==> config.mk <==
export PLATFORM = sky130hd
export DESIGN_NAME = ramif_arbiter_flat
export DESIGN_NICKNAME = d
export VERILOG_FILES = /design/src/rtl/ramif_pkg.sv /design/src/rtl/ramif_arbiter_if.sv /design/src/rtl/ramif_serdes.sv /design/src/rtl/ramif_arbiter.sv /design/src/flat_wrapper.sv
export SDC_FILE = /design/constraint.sdc
export NUM_CORES = 1
export LEC_CHECK = 0
export CORE_ASPECT_RATIO = 0.75
export CORE_MARGIN = 1
export CORE_UTILIZATION = 35
export CTS_BUF_LIST = sky130_fd_sc_hd__clkbuf_8
export CTS_CLUSTER_DIAMETER = 150
export DETAILED_ROUTE_END_ITERATION = 12
export PLACE_DENSITY = 0.72
export SYNTH_ARGS = -nofsm -noshare
export SYNTH_HDL_FRONTEND = slang
export SYNTH_SLANG_ARGS = --single-unit
==> constraint.sdc <==
create_clock -name clk -period 2.1 [get_ports clk]
set_input_delay 0.315 -clock clk [delete_from_list [all_inputs] [get_ports clk]]
set_output_delay 0.315 -clock clk [all_outputs]
set_load 0.01 [all_outputs]
==> src/rtl/ramif_pkg.sv <==
// Shared constants and types for the nibble-serial RAM interface arbiter.
package ramif_pkg;
   localparam int RAMIF_WIDTH = 4;
   localparam int ADDR_BITS   = 16;
   localparam int SLOT_LEN    = ADDR_BITS / RAMIF_WIDTH;
   localparam int SLOT_BITS   = $clog2(SLOT_LEN);

   localparam logic PORT_RENDER = 1'b0;
   localparam logic PORT_AUX    = 1'b1;

   // One entry of the owner pipeline: which port a slot belongs to, if any.
   typedef struct packed {
      logic valid;
      logic port;
   } owner_t;

   localparam owner_t OWNER_NONE = '{valid: 1'b0, port: 1'b0};
endpackage

==> src/rtl/ramif_arbiter_if.sv <==
// Requester and RAM-pin signals of the arbiter, bundled with directional modports.
interface ramif_arbiter_if;
   import ramif_pkg::*;

   logic [1:0]             req;
   logic [ADDR_BITS-1:0]   addr0;
   logic [ADDR_BITS-1:0]   addr1;
   logic [1:0]             gnt;
   logic [1:0]             rvalid;
   logic [ADDR_BITS-1:0]   rdata;
   logic [RAMIF_WIDTH-1:0] addr_bits;
   logic [RAMIF_WIDTH-1:0] data_bits;

   modport master (
      output req, addr0, addr1, data_bits,
      input  gnt, rvalid, rdata, addr_bits
   );

   modport slave (
      input  req, addr0, addr1, data_bits,
      output gnt, rvalid, rdata, addr_bits
   );
endinterface

==> src/rtl/ramif_serdes.sv <==
// Address shift-out and data shift-in registers, slotted by slot_cnt.
module ramif_serdes
   import ramif_pkg::*;
(
   input  logic                   clk,
   input  logic                   rst,
   input  logic [SLOT_BITS-1:0]   slot_cnt,
   input  logic [ADDR_BITS-1:0]   load_addr,
   input  logic [RAMIF_WIDTH-1:0] data_bits,
   output logic [RAMIF_WIDTH-1:0] addr_bits,
   output logic [ADDR_BITS-1:0]   word
);

   localparam int DATA_SR_BITS = ADDR_BITS - RAMIF_WIDTH;

   logic [ADDR_BITS-1:0]    addr_sr;
   logic [DATA_SR_BITS-1:0] data_sr;
   logic                    slot_last;

   assign slot_last = (slot_cnt == SLOT_BITS'(SLOT_LEN - 1));

   // An idle slot loads zero, so addr_bits stays 0 for its whole address phase.
   always_ff @(posedge clk or posedge rst) begin
      if (rst) begin
         addr_sr <= '0;
      end else if (slot_last) begin
         addr_sr <= load_addr;
      end else begin
         addr_sr <= addr_sr >> RAMIF_WIDTH;
      end
   end

   // Shifting every cycle flushes stale nibbles; after three shifts the
   // register holds nibbles 0..2 and the last one arrives live on data_bits.
   always_ff @(posedge clk or posedge rst) begin
      if (rst) begin
         data_sr <= '0;
      end else begin
         data_sr <= {data_bits, data_sr[DATA_SR_BITS-1:RAMIF_WIDTH]};
      end
   end

   assign addr_bits = addr_sr[RAMIF_WIDTH-1:0];
   assign word      = {data_bits, data_sr};

endmodule

==> src/rtl/ramif_arbiter.sv <==
// Two-port slot arbiter for the nibble-serial RAM: render port wins by default,
// aux port is forced through after MAX_WAIT consecutive losses.
module ramif_arbiter
   import ramif_pkg::*;
#(
   parameter int MAX_WAIT = 3
) (
   input  logic            clk,
   input  logic            reset,
   ramif_arbiter_if.slave  bus
);

   localparam int WAIT_BITS = $clog2(MAX_WAIT + 1);

   logic [SLOT_BITS-1:0] slot_cnt;
   logic [WAIT_BITS-1:0] wait_cnt;
   owner_t               own_a;
   owner_t               own_d;
   owner_t               grant_entry;
   logic                 slot_last;
   logic                 win0;
   logic                 win1;
   logic [ADDR_BITS-1:0] load_addr;
   logic [ADDR_BITS-1:0] word;
   logic [1:0]           rvalid_q;
   logic [ADDR_BITS-1:0] rdata_q;

   assign slot_last = (slot_cnt == SLOT_BITS'(SLOT_LEN - 1));

   always_comb begin
      win0        = 1'b0;
      win1        = 1'b0;
      load_addr   = '0;
      grant_entry = OWNER_NONE;
      if (slot_last) begin
         if (bus.req[PORT_AUX] &&
             (!bus.req[PORT_RENDER] || wait_cnt == WAIT_BITS'(MAX_WAIT))) begin
            win1 = 1'b1;
         end else if (bus.req[PORT_RENDER]) begin
            win0 = 1'b1;
         end
      end
      if (win1) begin
         load_addr = bus.addr1;
      end else if (win0) begin
         load_addr = bus.addr0;
      end
      grant_entry.valid = win0 | win1;
      grant_entry.port  = win1;
   end

   // Owner pipeline advances once per slot: own_a covers the address phase,
   // own_d the data phase that completes at the end of the following slot.
   always_ff @(posedge clk or posedge reset) begin
      if (reset) begin
         slot_cnt <= '0;
         wait_cnt <= '0;
         own_a    <= OWNER_NONE;
         own_d    <= OWNER_NONE;
         rvalid_q <= '0;
         rdata_q  <= '0;
      end else begin
         slot_cnt <= slot_last ? '0 : slot_cnt + 1'b1;
         rvalid_q <= '0;
         if (slot_last) begin
            own_a <= grant_entry;
            own_d <= own_a;
            if (own_d.valid) begin
               rdata_q  <= word;
               rvalid_q <= (own_d.port == PORT_AUX) ? 2'b10 : 2'b01;
            end
            if (bus.req[PORT_AUX] && !win1) begin
               if (wait_cnt != WAIT_BITS'(MAX_WAIT)) begin
                  wait_cnt <= wait_cnt + 1'b1;
               end
            end else begin
               wait_cnt <= '0;
            end
         end
      end
   end

   ramif_serdes u_serdes (
      .clk       (clk),
      .rst       (reset),
      .slot_cnt  (slot_cnt),
      .load_addr (load_addr),
      .data_bits (bus.data_bits),
      .addr_bits (bus.addr_bits),
      .word      (word)
   );

   assign bus.gnt    = {win1, win0};
   assign bus.rvalid = rvalid_q;
   assign bus.rdata  = rdata_q;

endmodule
==> src/flat_wrapper.sv <==
// flat-port wrapper written by rule: the top's interface ports become plain ports
module ramif_arbiter_flat import ramif_pkg::*;
#(
   parameter int MAX_WAIT = 3
)
  (clk, reset, bus_req, bus_addr0, bus_addr1, bus_data_bits, bus_gnt, bus_rvalid, bus_rdata, bus_addr_bits);
  ramif_arbiter_if bus_i ();
  input  logic clk;
  input  logic reset;
  input wire logic [$bits(bus_i.req)-1:0] bus_req;
  input wire logic [$bits(bus_i.addr0)-1:0] bus_addr0;
  input wire logic [$bits(bus_i.addr1)-1:0] bus_addr1;
  input wire logic [$bits(bus_i.data_bits)-1:0] bus_data_bits;
  output wire logic [$bits(bus_i.gnt)-1:0] bus_gnt;
  output wire logic [$bits(bus_i.rvalid)-1:0] bus_rvalid;
  output wire logic [$bits(bus_i.rdata)-1:0] bus_rdata;
  output wire logic [$bits(bus_i.addr_bits)-1:0] bus_addr_bits;
  assign bus_i.req = bus_req;
  assign bus_i.addr0 = bus_addr0;
  assign bus_i.addr1 = bus_addr1;
  assign bus_i.data_bits = bus_data_bits;
  assign bus_gnt = bus_i.gnt;
  assign bus_rvalid = bus_i.rvalid;
  assign bus_rdata = bus_i.rdata;
  assign bus_addr_bits = bus_i.addr_bits;
  ramif_arbiter #(.MAX_WAIT(MAX_WAIT)) u_core (.clk(clk), .reset(reset), .bus(bus_i));
endmodule
### Met1 routing, run 1

(4 px per µm) Supply wires on this layer in grey. Cells faint in the background.
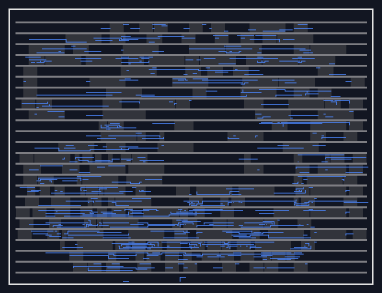
The longest straight run is 26.2 µm. The layer carries 1850 µm of wire.
Post-Route WL: 3.71 mm
GRT met1 Usage: 18.3%
Via Count: 1290

### Metal 2, run 1

(4 px per µm)
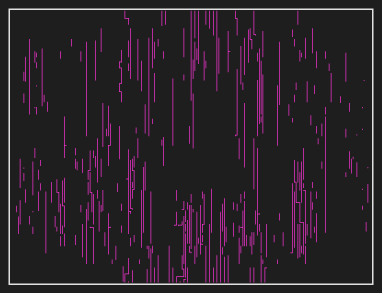
The wires run mostly vertical. The layer holds 45% of the routed length.
global routing met2 resource utilization: 19.4%

==> flow_results.org, run 1 <==
#+TITLE: Physical design notes

** Clock tree
- Per the post-CTS timing run, clock transition at the registers of the reported paths is 0.09 ns.
- Bufs on Longest Clock Path :: 2
- Clock tree synthesis selected as its root buffer the cell clkbuf_8.
- The number of gates resized after CTS was 1.
- H-Tree Depth :: 2
- Clk_lat worst skew :: 0.30 ns
- Buffers inserted during clock tree synthesis total 5.
- # hold bufs at CTS :: 0
- Number of sinks handled by clock tree synthesis :: between 50 and 60
- Clock tree from TritonCTS :: yes
- Per the repair_timing log after CTS, setup buffers inserted total 1.

** Worst setup path
- The longest incremental delay of any stage on the critical path is reported as 0.53 ns.
- The critical path runs through a total of 4 cells.
- Data on the critical path is required at its endpoint by 1.78 ns.
- The startpoint identified for the worst register-to-register timing path is u_core.slot_cnt[0].
- Arrival time reported for the critical path endpoint :: between 1.5 and 2 ns
- The report shows a maximum critical-path fanout of 2.
- Capture point of the worst reg-to-reg path :: u_core.bus.rdata[6]
- Critical Setup Path Class :: reg -> out
- The critical path starts at u_core.wait_cnt[0].
- Counting cells, the worst reg-to-reg path comes to 4.
- The worst setup path is launched from a flip-flop.
- Slowest library cell on the worst path :: clkdlybuf4s50_1
- The most critical setup path has its endpoint at bus_gnt[0].
- List of cells traversed by the critical path :: ha_2 -> a21boi_2 -> and2_1 -> clkdlybuf4s50_1
- Along the critical path, the tally of buffer and inverter instances is 1.

** Power
- Total Power :: 2.03 mW
- The flow reports that sequential cells draw 55.4% of the design power.
- In this run, power in flip-flops and latches comes to 1.12 mW.
- Internal Power :: 1.61 mW
- Worst voltage drop across the vdd grid :: 0.414 mV
- Switching part of the total :: 20.6%
- Top power consumer group :: sequential cells
- Total combinational power :: approximately 240 µW
- Leak Pwr :: 1.30 nW
- Pwr per Cell Area :: 710 nW/µm²
- Power in the clock group :: around 660 µW
- Comb power frac :: about an eighth
- Part of the power in the clock network :: 32.7%

** Layout
- After layout the signal buffers, clock cells excluded, come to 24.5% of cell area.
- Number of non-filler instances in the completed layout :: 279
- 0 antenna diodes ended up in the layout.
- Per the layout report, the design carries ~70 non-clock buffers.
- The library cell used most frequently in the layout, excluding fill and tap cells, is clkdlybuf4s50_1.
- Registers take roughly 1400 µm².
- Cells fill about half of the core in the end.
- Non-clk invs :: 4
- Num sequential :: approximately 54
- CLK BUF :: 5
- Layout clock area frac :: roughly 3.8%
- Final std cell area, no fill :: 2860 µm²
- Fraction of area in multi-input gates :: 20.5%
- Area delta synth->final :: 39.0%
- The library cells used most frequently in the layout, excluding fill and tap cells, are clkdlybuf4s50_1 (61), dfrtp_1 (54), mux2_2 (15).
- Layout cell share with drive strength beyond 1 :: 18.1%
- Largest cell class by area :: flip-flops and latches
- Per the layout area report, the combinational gate area comes to 587 µm².
- Fillcell total :: 489
- Flop share of the area :: 47.3%

** Yosys
- Dominant comb cell :: multiplexers
- Summed over all instances, the cell type with the most area after synthesis is dfrtp_1.
- Number of cell instances after yosys synthesis :: 140
- Post-synth the commonest register cell is dfrtp_1.
- Portion of the post-synthesis area used by sequential elements :: 65.7%
- After Yosys synthesis, and, or, nand and nor cells account for 7.73% of the synthesized area.
- The number of nets handed over by synthesis was 182.
- For reference, XOR and XNOR gates occupy 0% of the area reported after synthesis.
- Post-synthesis share of cell area spent on full adders, half adders and majority gates :: 1.22%
- Per the synthesis report, the AND-OR/OR-AND share of the synthesized area is 9.13%.
- Dominant cell area share :: between 60% and 70%
- The synthesis run shows multiplexers occupying around a tenth of the cell area.
- Cell types with the highest counts after synthesis :: dfrtp_1 (54), mux2_2 (15), and3_1 (13)
- Synth Cell Area :: 2060 µm²
- Warnings, synthesis :: 0
- Synthesized area divided by synthesized cell count :: ~15 µm²
- Area reported by Yosys stat :: 2060 µm²
- Netlist cell types :: 26
- Number of synthesized flops with an enable pin :: 0
- Instance count of the mapped netlist :: 140

** Timing
- Of the available clock period, the critical path in the final layout requires 95.6%.
- Pins Over Slew Limit :: 0
- At the pin with the least slew margin, the transition time is about 0.43 ns.
- The worst pin sits at a relative slew slack of 71.5%.
- Per the final timing report, the hold violations number 0.
- Worst Hold Margin :: 0.373 ns
- Setup slack after layout :: 0.0923 ns
- Worst clock skew on the final layout :: 0.00691 ns
- Setup repair after global routing left no endpoint under its margin.

** Hold path
- Hold analysis lists the worst path endpoint as u_core.u_serdes.data_sr[0].
- Per the hold report, the tightest min-delay path originates at u_core.u_serdes.data_sr[4].
- The number of cells on the worst hold path is listed as 0.

** Routing
- Post-route ant nets :: 0
- Number of vias per cell :: 4.62
- Per-cell routed wire length :: about 13 µm
- Topmost layer with routed signal wires :: met4
- After detailed routing, the met2 layer carries 1.68 mm of wire.
- Detail Route met3 WL :: roughly 150 µm
- Post-detailed-route DRC marker count :: 0
- Detailed-route iteration 0 reported a violation count of 33.
- The iteration count recorded for the first detailed-route pass is 4.
- Total routed wire length on the met1 layer :: 1.85 mm

** Floorplanning
- Top Ports :: 64
- Area of the core region :: ~5500 µm²
- Floorplan row count :: 23
- According to the floorplan report, the die width is 90.5 µm.
- Pre-placement core utilization :: 37.4%
- Tap insertion was completed with 75 tapcells.
- The die covers 6190 µm².
- Die boundary height :: about 70 µm

** Global route
- Across every metal layer, demand over resource in global routing totals 13.0%.
- Layer with the highest usage :: met2
- The initial antenna violation count came to 0.
- For this run the aggregate overflow at the end of global routing stands at 0.
- Number of global-route vias before repair :: about 1300
- Entering global routing, the biggest net connects 55 pins.
- Global-route wire length before repair :: 6.12 mm

** Run
- Across all stage logs, warnings added up to 26.
- The report counts max-capacitance violations totalling 0.

** Placement
- Number of cells after detailed placement :: 270
- Placer Congestion :: 0.781
- Worst setup slack before clock tree synthesis :: 0.0533 ns
- Number of I/O port buffers :: between 60 and 70
- Detailed placement finished with a half-perimeter wire length of 2.58 mm.
- In this run the cell area measured after placement is 2730 µm².

** Run status
- Result of the run :: completed
### Signal wires on met3, run 1

(6 px per µm) Cells faint in the background.
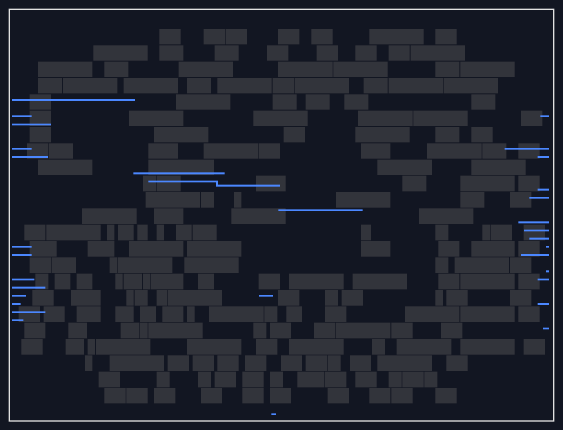
The longest straight run is 20.2 µm. The layer carries 151 µm of wire. 29 nets have wire on it. The layer holds 4.1% of the routed length. The wires run mostly horizontal.
met3 layer usage reported by global route: 3.44%

==> run 1 -> run 2 <==
--- a/config.mk
+++ b/config.mk
@@ -7,11 +7,12 @@
 export LEC_CHECK = 0
 export CORE_ASPECT_RATIO = 0.75
 export CORE_MARGIN = 1
-export CORE_UTILIZATION = 35
+export CORE_UTILIZATION = 40
 export CTS_BUF_LIST = sky130_fd_sc_hd__clkbuf_8
 export CTS_CLUSTER_DIAMETER = 150
 export DETAILED_ROUTE_END_ITERATION = 12
-export PLACE_DENSITY = 0.72
+export PLACE_DENSITY = 0.79
+export SLEW_MARGIN = 20
 export SYNTH_ARGS = -nofsm -noshare
 export SYNTH_HDL_FRONTEND = slang
 export SYNTH_SLANG_ARGS = --single-unit
### Metal 2, run 2

(6 px per µm)
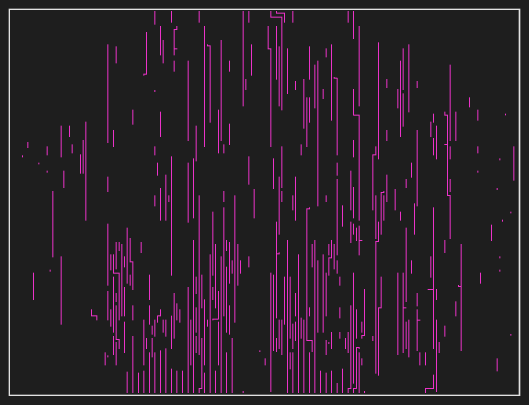
The longest straight run is 26.5 µm. The layer carries 1840 µm of wire. 211 nets have wire on it. The wires run mostly vertical. The layer holds 49% of the routed length.
global routing met2 resource utilization: 24.5%
Post-Route WL: 3.74 mm
Via Count: 1304

==> run 2 against run 1 <==
  * First-iteration DRC count increased by 64%
  * Combinational power about the same
  * Clock power increased by 0.6%
  * Clock skew decreased by 0.0022 ns
  * The run now ends with DRC left
  * Global-route usage increased by 2.6 points
==> flow_results.org, run 2 <==
#+TITLE: Physical design notes

** Run status
- Result of the run: finished with violations (was completed).
- The checks that failed: DRC.

** Power
- The maximum ir drop on the vdd rail came to 0.347 mV (was 0.414 mV).
- Top power consumer group :: sequential cells (unchanged)
- The power per cell area came to 716 nW/µm² (was 710 nW/µm²).
- Leak Pwr :: 1.30 nW (about the same)
- The share of total power in sequential cells came to 55.2% (was 55.4%).
- The post-layout total power was 2.04 mW (was 2.03 mW).
- The power attributed to the clock group came to 668 µW (was 664 µW).
- The net switching fraction of the power came to 20.9% (was 20.6%).
- The relative contribution of the clock network to total power came to 32.8% (was 32.7%).
- The relative contribution of combinational cells to total power came to 11.9% (about the same).
- Internal Power :: 1.61 mW (about the same)

** Layout
- The share of the core filled with cells in the final layout is 57.7% (was 52.0%).
- The total non-filler cell area in the finished layout came to 2840 µm² (was 2860 µm²).
- The inverter tally of the final layout excluding the clock network came to 4 (unchanged).
- Buffers outside the clock class :: 71 (was 70)
- Portion of the layout cell area used by non-clock buffers :: 24.8% (was 24.5%)
- Number of non-filler instances in the completed layout :: 265 (was 279)
- Largest cell class by area :: flip-flops and latches (unchanged)
- Most frequent cells in the layout :: clkdlybuf4s50_1 (61), dfrtp_1 (54), mux2_2 (15) (unchanged)
- The number of sequential storage elements is 54 (unchanged).
- The count of fill cells added during filler insertion is 409 (was 489).
- The fraction of area in multi-input gates is 20.6% (was 20.5%).
- The most instantiated logic cell after routing was clkdlybuf4s50_1 (unchanged).
- Layout cell share with drive strength beyond 1 :: 18.0% (was 18.1%)
- The multi-input combinational cell area was 587 µm² (unchanged).
- The area growth from synthesis to layout is 38.3% (was 39.0%).
- The area taken by flip-flops and latches came to 1350 µm² (unchanged).
- The final-layout clock buffer total is 5 (unchanged).
- Flop share of the area :: 47.5% (was 47.3%)
- The total inserted antenna cells came to 0 (unchanged).
- Layout clock area frac :: 3.87% (was 3.81%)

** Global route
- Number of antenna violations at the first check in global routing :: 0 (unchanged)
- Number of global-route vias before repair :: 1314 (was 1278)
- The busiest layer in global routing is met2 (unchanged).
- GRT met1 Usage :: 20.4% (was 18.3%)
- Overall routing resource usage :: 15.5% (was 13.0%)
- Met3 layer usage reported by global route :: 4.65% (was 3.44%)
- Global-route wire length before repair :: 6.31 mm (was 6.12 mm)
- Maximum number of pins on one net before global-route repair :: 27 (was 55)

** Floorplanning
- Floorplan row count :: 22 (was 23)
- The number of tap cells added at floorplan was 60 (was 75).
- The vertical extent of the die is 64.1 µm (was 68.4 µm).
- The floorplan die width came to 84.8 µm (was 90.5 µm).
- Top Ports :: 64 (unchanged)
- Area of the core region :: 4930 µm² (was 5500 µm²)
- Total Die Area :: 5430 µm² (was 6190 µm²)
- The initial core utilization is 41.7% (was 37.4%).

** Clock tree
- Number of setup buffers added after CTS :: 0 (was 1)
- The total of cells resized after clock tree synthesis is 1 (unchanged).
- The number of clock sinks came to 54 (unchanged).
- H-Tree Depth :: 2 (unchanged)
- Clk_lat worst skew :: 0.30 ns (about the same)
- The number of buffers created by CTS was 5 (unchanged).
- # hold bufs at CTS :: 0 (unchanged)
- Cell chosen for the clock root :: clkbuf_8 (unchanged)
- The clock input transition at the sequential cells of the worst setup and hold paths came to 0.09 ns (about the same).

** Yosys
- The dominant synthesized flop cell is dfrtp_1 (unchanged).
- Synthesized area divided by synthesized cell count :: 14.7 µm² (unchanged)
- The post-synthesis share of cell area spent on xor and xnor gates is 0% (unchanged).
- Biggest area consumer among synthesized cells :: dfrtp_1 (unchanged)
- Dominant cell area share :: 65.7% (unchanged)
- The netlist area before placement is 2060 µm² (unchanged).
- The number of synthesis warnings is 0 (unchanged).
- Area reported by Yosys stat :: 2060 µm² (unchanged)
- The simple logic cell fraction of the synthesized area is 7.73% (unchanged).
- Post-synth net total :: 182 (unchanged)
- The portion of the post-synthesis area used by sequential elements was 65.7% (unchanged).
- Post-synthesis compound-gate area fraction :: 9.13% (unchanged)
- The biggest combinational cell group after synthesis is multiplexers (unchanged).
- The fraction of synthesized area in multiplexers came to 10.3% (unchanged).
- Number of cell instances after yosys synthesis :: 140 (unchanged)
- Instance count of the mapped netlist :: 140 (unchanged)

** Timing
- Max-slew headroom at the worst pin :: 72.8% (was 71.5%)
- The measured slew at the worst slew-check pin is 0.406 ns (was 0.426 ns).
- Setup repair after global routing missed its margin: false (unchanged).
- Setup slack after layout :: 0.304 ns (was 0.0923 ns)
- The max-slew violation total from the final report is 0 (unchanged).
- Worst clock skew on the final layout :: 0.00472 ns (was 0.00691 ns)
- Final cycle utilization of the critical path :: 85.5% (was 95.6%)

** Worst setup path
- List of cells traversed by the critical path: ha_2 -> a21boi_2 -> and2_1 -> dlygate4sd2_1 (was ha_2 -> a21boi_2 -> and2_1 -> clkdlybuf4s50_1).
- Worst setup path startpoint :: u_core.wait_cnt[0] (unchanged)
- Slowest stage delay, CP :: 0.40 ns (was 0.53 ns)
- The endpoint of the worst register-to-register path is u_core.bus.rdata[12] (was u_core.bus.rdata[6]).
- The count of cells along the worst register-to-register path was 4 (unchanged).
- Setup crit end kind :: primary output (unchanged)
- The cell type of the slowest stage on the worst timing path is dfrtp_1 (was clkdlybuf4s50_1).
- The logic depth of the worst path, buffers included came to 4 (unchanged).
- The total buffers and inverters traversed by the critical path was 1 (unchanged).
- Capturing instance or port of the critical path :: bus_gnt[0] (unchanged)
- Arrival time reported for the critical path endpoint :: 1.48 ns (was 1.69 ns)
- The required time at the endpoint of the critical path is 1.78 ns (about the same).
- Critical path fanouts, max :: 3 (was 2)
- The startpoint of the lowest-slack register-to-register path is u_core.slot_cnt[0] (unchanged).

** Placement
- The detailed placer's ending HPWL came to 2.77 mm (was 2.58 mm).
- Area after detailed placement :: 2720 µm² (was 2730 µm²)
- Worst setup slack before clock tree synthesis :: 0.0588 ns (was 0.0533 ns)
- Placer Congestion :: 0.823 (was 0.781)
- The total placed cells including tap cells is 256 (was 270).
- Number of I/O port buffers :: 63 (unchanged)

** Routing
- Met2 layer wire length in the routed design :: 1.84 mm (was 1.68 mm)
- Detail Route met3 WL :: 158 µm (was 151 µm)
- Topmost layer with routed signal wires :: met4 (unchanged)
- Number of vias per cell :: 4.92 (was 4.62)
- Post-route ant nets :: 0 (unchanged)
- DR pass1 iterations :: 10 (was 4)
- The DRC violation count after routing came to 3 (was 0).
- Total routed wire length on the met1 layer :: 1.70 mm (was 1.85 mm)
- Per-cell routed wire length :: 14.1 µm (was 13.3 µm)

** Run
- The number of maximum-capacitance violations came to 0 (unchanged).
==> run 2 -> run 3 <==
--- a/config.mk
+++ b/config.mk
@@ -6,7 +6,6 @@
 export NUM_CORES = 1
 export LEC_CHECK = 0
 export CORE_ASPECT_RATIO = 0.75
-export CORE_MARGIN = 1
 export CORE_UTILIZATION = 40
 export CTS_BUF_LIST = sky130_fd_sc_hd__clkbuf_8
 export CTS_CLUSTER_DIAMETER = 150
### Signal wires on met3, run 3

(6 px per µm) Cells faint in the background.
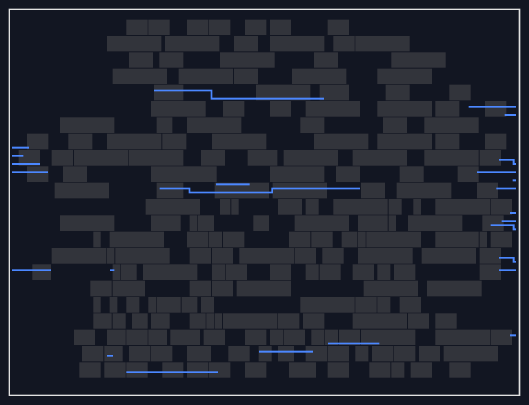
The wires run mostly horizontal. 22 nets have wire on it.
met3 layer usage reported by global route: 4.65%

==> run 3 against run 2 <==
  * The flow still finishes with violations (DRC)
  * Power unchanged
  * Register-to-register slack about the same
  * Sequential share of layout area unchanged
  * Routed wire length unchanged
  * Cell area unchanged
  * Count of clock-buffer cells in the layout unchanged
  * Cell count unchanged
  * Worst setup slack unchanged
  * Die size unchanged
==> flow_results.org, run 3 <==
#+TITLE: Physical design notes

** Yosys
- Biggest area consumer among synthesized cells :: dfrtp_1 (unchanged)
- The number of synthesis warnings is 0 (unchanged).
- The dominant synthesized flop cell is dfrtp_1 (unchanged).
- The post-synthesis share of cell area spent on xor and xnor gates came to 0% (unchanged).
- Share of synthesized area spent on multiplexers :: 10.3% (unchanged)
- Cell types with the highest counts after synthesis :: dfrtp_1 (54), mux2_2 (15), and3_1 (13) (unchanged)
- Post-synth net total :: 182 (unchanged)
- The most frequent cell after synthesis is dfrtp_1 (unchanged).
- The simple logic cell fraction of the synthesized area was 7.73% (unchanged).
- The synthesized chip area reported by yosys is 2060 µm² (unchanged).
- Dominant cell area share :: 65.7% (unchanged)
- Netlist cell types :: 26 (unchanged)
- The netlist area before placement is 2060 µm² (unchanged).
- Post-synthesis share of cell area spent on full adders, half adders and majority gates :: 1.22% (unchanged)
- Instance count of the mapped netlist :: 140 (unchanged)
- Synthesized area divided by synthesized cell count :: 14.7 µm² (unchanged)
- Number of cell instances after yosys synthesis :: 140 (unchanged)
- Portion of the post-synthesis area used by sequential elements :: 65.7% (unchanged)
- Number of synthesized flops with an enable pin :: 0 (unchanged)
- Post-synthesis compound-gate area fraction :: 9.13% (unchanged)
- The biggest combinational cell group after synthesis was multiplexers (unchanged).

** Timing
- Setup repair after global routing missed its margin :: false (unchanged)
- Pins Over Slew Limit :: 0 (unchanged)
- The final worst slack is 0.304 ns (unchanged).
- Worst clock skew on the final layout :: 0.00472 ns (unchanged)
- Max-slew headroom at the worst pin :: 72.8% (unchanged)
- Worst Hold Margin :: 0.305 ns (unchanged)
- Final Hold Violation Tally :: 0 (unchanged)
- The measured slew at the worst slew-check pin is 0.406 ns (unchanged).
- Crit path time final :: 1.80 ns (unchanged)
- The final period utilization came to 85.5% (unchanged).

** Layout
- The layout net count is 246 (unchanged).
- Number of multi-input logic gates :: 68 (unchanged)
- The ratio of cells with drive above 1 in the final layout came to 18.0% (unchanged).
- The count of fill cells added during filler insertion came to 409 (unchanged).
- The clock network area share came to 3.87% (unchanged).
- The most instantiated logic cell after routing is clkdlybuf4s50_1 (unchanged).
- The count of placed standard cells in the final layout, fillers left out was 265 (unchanged).
- Portion of the layout cell area used by non-clock buffers :: 24.8% (unchanged)
- The inverter tally of the final layout excluding the clock network is 4 (unchanged).
- The fraction of area in multi-input gates came to 20.6% (unchanged).
- Utilization of the core after routing :: 57.7% (unchanged)
- Logic area :: 587 µm² (unchanged)
- Diode count :: 0 (unchanged)
- The non-clock buffer count in the final layout came to 71 (unchanged).
- Final std cell area, no fill :: 2840 µm² (unchanged)
- The flop share of the area is 47.5% (unchanged).
- Largest cell class by area :: flip-flops and latches (unchanged)
- The number of sequential storage elements came to 54 (unchanged).
- Area delta synth->final :: 38.3% (unchanged)
- The final-layout clock buffer total came to 5 (unchanged).
- Most frequent cells in the layout :: clkdlybuf4s50_1 (61), dfrtp_1 (54), mux2_2 (15) (unchanged)
- The area taken by flip-flops and latches came to 1350 µm² (unchanged).

** Global route
- Global routing met2 resource utilization :: 24.5% (unchanged)
- Total overflow reported by the global router :: 0 (unchanged)
- Layer with the highest usage :: met2 (unchanged)
- Overall routing resource usage :: 15.5% (unchanged)
- The met1 usage in global routing is 20.4% (unchanged).
- The initial antenna violation count is 0 (unchanged).
- The number of global-route vias before repair is 1314 (unchanged).
- Global-route wire length before repair :: 6.31 mm (unchanged)
- The largest net degree at the start of global routing came to 27 (unchanged).

** Floorplanning
- Floorplan row count :: 22 (unchanged)
- The core outline area came to 4930 µm² (unchanged).
- Top Ports :: 64 (unchanged)
- The total die size came to 5430 µm² (unchanged).
- The initial core utilization came to 41.7% (unchanged).
- The vertical extent of the die came to 64.1 µm (unchanged).
- Number of tap instances :: 60 (unchanged)
- The floorplan die width was 84.8 µm (unchanged).

** Worst setup path
- The endpoint of the worst register-to-register path is u_core.bus.rdata[12] (unchanged).
- List of cells traversed by the critical path: ha_2 -> a21boi_2 -> and2_1 -> dlygate4sd2_1 (unchanged).
- The delay of the slowest cell on the worst path was 0.40 ns (about the same).
- Setup crit end kind :: primary output (unchanged)
- The signal arrival time at the worst endpoint came to 1.48 ns (about the same).
- Worst Reg2Reg Path Length in Cells :: 4 (unchanged)
- The largest fanout on the critical path is 3 (unchanged).
- The required time at the endpoint of the critical path came to 1.78 ns (about the same).
- Reg2Reg Launch Point :: u_core.slot_cnt[0] (unchanged)
- Cell family with most CP delay :: flip-flops (unchanged)
- Crit path launch type :: flip-flop (unchanged)
- Critical Setup Path Class :: reg -> out (unchanged)
- Slowest library cell on the worst path :: dfrtp_1 (unchanged)
- The total buffers and inverters traversed by the critical path came to 1 (unchanged).
- Capturing instance or port of the critical path :: bus_gnt[0] (unchanged)
- Logic depth of the worst path, buffers included :: 4 (unchanged)
- The start point of the critical path is u_core.wait_cnt[0] (unchanged).

** Run
- Tool warnings :: 26 (unchanged)
- Tally of max-capacitance violations :: 0 (unchanged)

** Power
- Part of the power in the clock network :: 32.8% (about the same)
- Sequential group share of total power :: 55.2% (about the same)
- The maximum ir drop on the vdd rail was 0.347 mV (unchanged).
- Comb power frac :: 11.9% (about the same)
- Pwr per Cell Area :: 716 nW/µm² (unchanged)
- The internal power consumption is 1.61 mW (unchanged).
- The sequential power is 1.12 mW (about the same).
- The post-layout total power was 2.04 mW (unchanged).
- Power in the clock group :: 668 µW (about the same)
- Top power consumer group :: sequential cells (unchanged)
- The total leakage power came to 1.30 nW (unchanged).
- The net switching fraction of the power was 20.9% (unchanged).
- Total combinational power :: 243 µW (about the same)

** Routing
- DR pass1 iterations :: 10 (unchanged)
- Violation count after the first detailed-route iteration :: 54 (unchanged)
- The wire length reported by the detailed router was 3.74 mm (unchanged).
- The wire length per cell after detailed routing was 14.1 µm (unchanged).
- The top routing layer in use is met4 (unchanged).
- The average via count per standard cell was 4.92 (unchanged).
- Met2 layer wire length in the routed design :: 1.84 mm (unchanged)
- Post-detailed-route DRC marker count :: 3 (unchanged)
- Post-route ant nets :: 0 (unchanged)
- Total routed wire length on the met1 layer :: 1.70 mm (unchanged)
- Via Count :: 1304 (unchanged)
- Detail Route met3 WL :: 158 µm (unchanged)

** Clock tree
- Clock tree from TritonCTS :: yes (unchanged)
- Number of sinks handled by clock tree synthesis :: 54 (unchanged)
- Cell chosen for the clock root :: clkbuf_8 (unchanged)
- The maximum clock insertion buffer count is 2 (unchanged).
- # hold bufs at CTS :: 0 (unchanged)
- The number of buffers created by CTS was 5 (unchanged).
- H-Tree Depth :: 2 (unchanged)
- Number of gates resized after cts :: 1 (unchanged)
- The clock latency on the worst-skew pair came to 0.30 ns (about the same).
- The clock input transition at the sequential cells of the worst setup and hold paths is 0.09 ns (about the same).
- Number of setup buffers added after CTS :: 0 (unchanged)

** Placement
- Area after detailed placement :: 2720 µm² (unchanged)
- The minimum setup slack after placement is 0.0588 ns (unchanged).
- The detailed placer's ending HPWL came to 2.77 mm (unchanged).
- The total placed cells including tap cells came to 256 (unchanged).
- Placer Congestion :: 0.823 (unchanged)
- The count of buffers from port buffering came to 63 (unchanged).

** Run status
- Violated checks :: DRC (unchanged)
- Result of the run :: finished with violations (unchanged)
Power figures rest on the tool's default switching activity, not on a simulated workload.
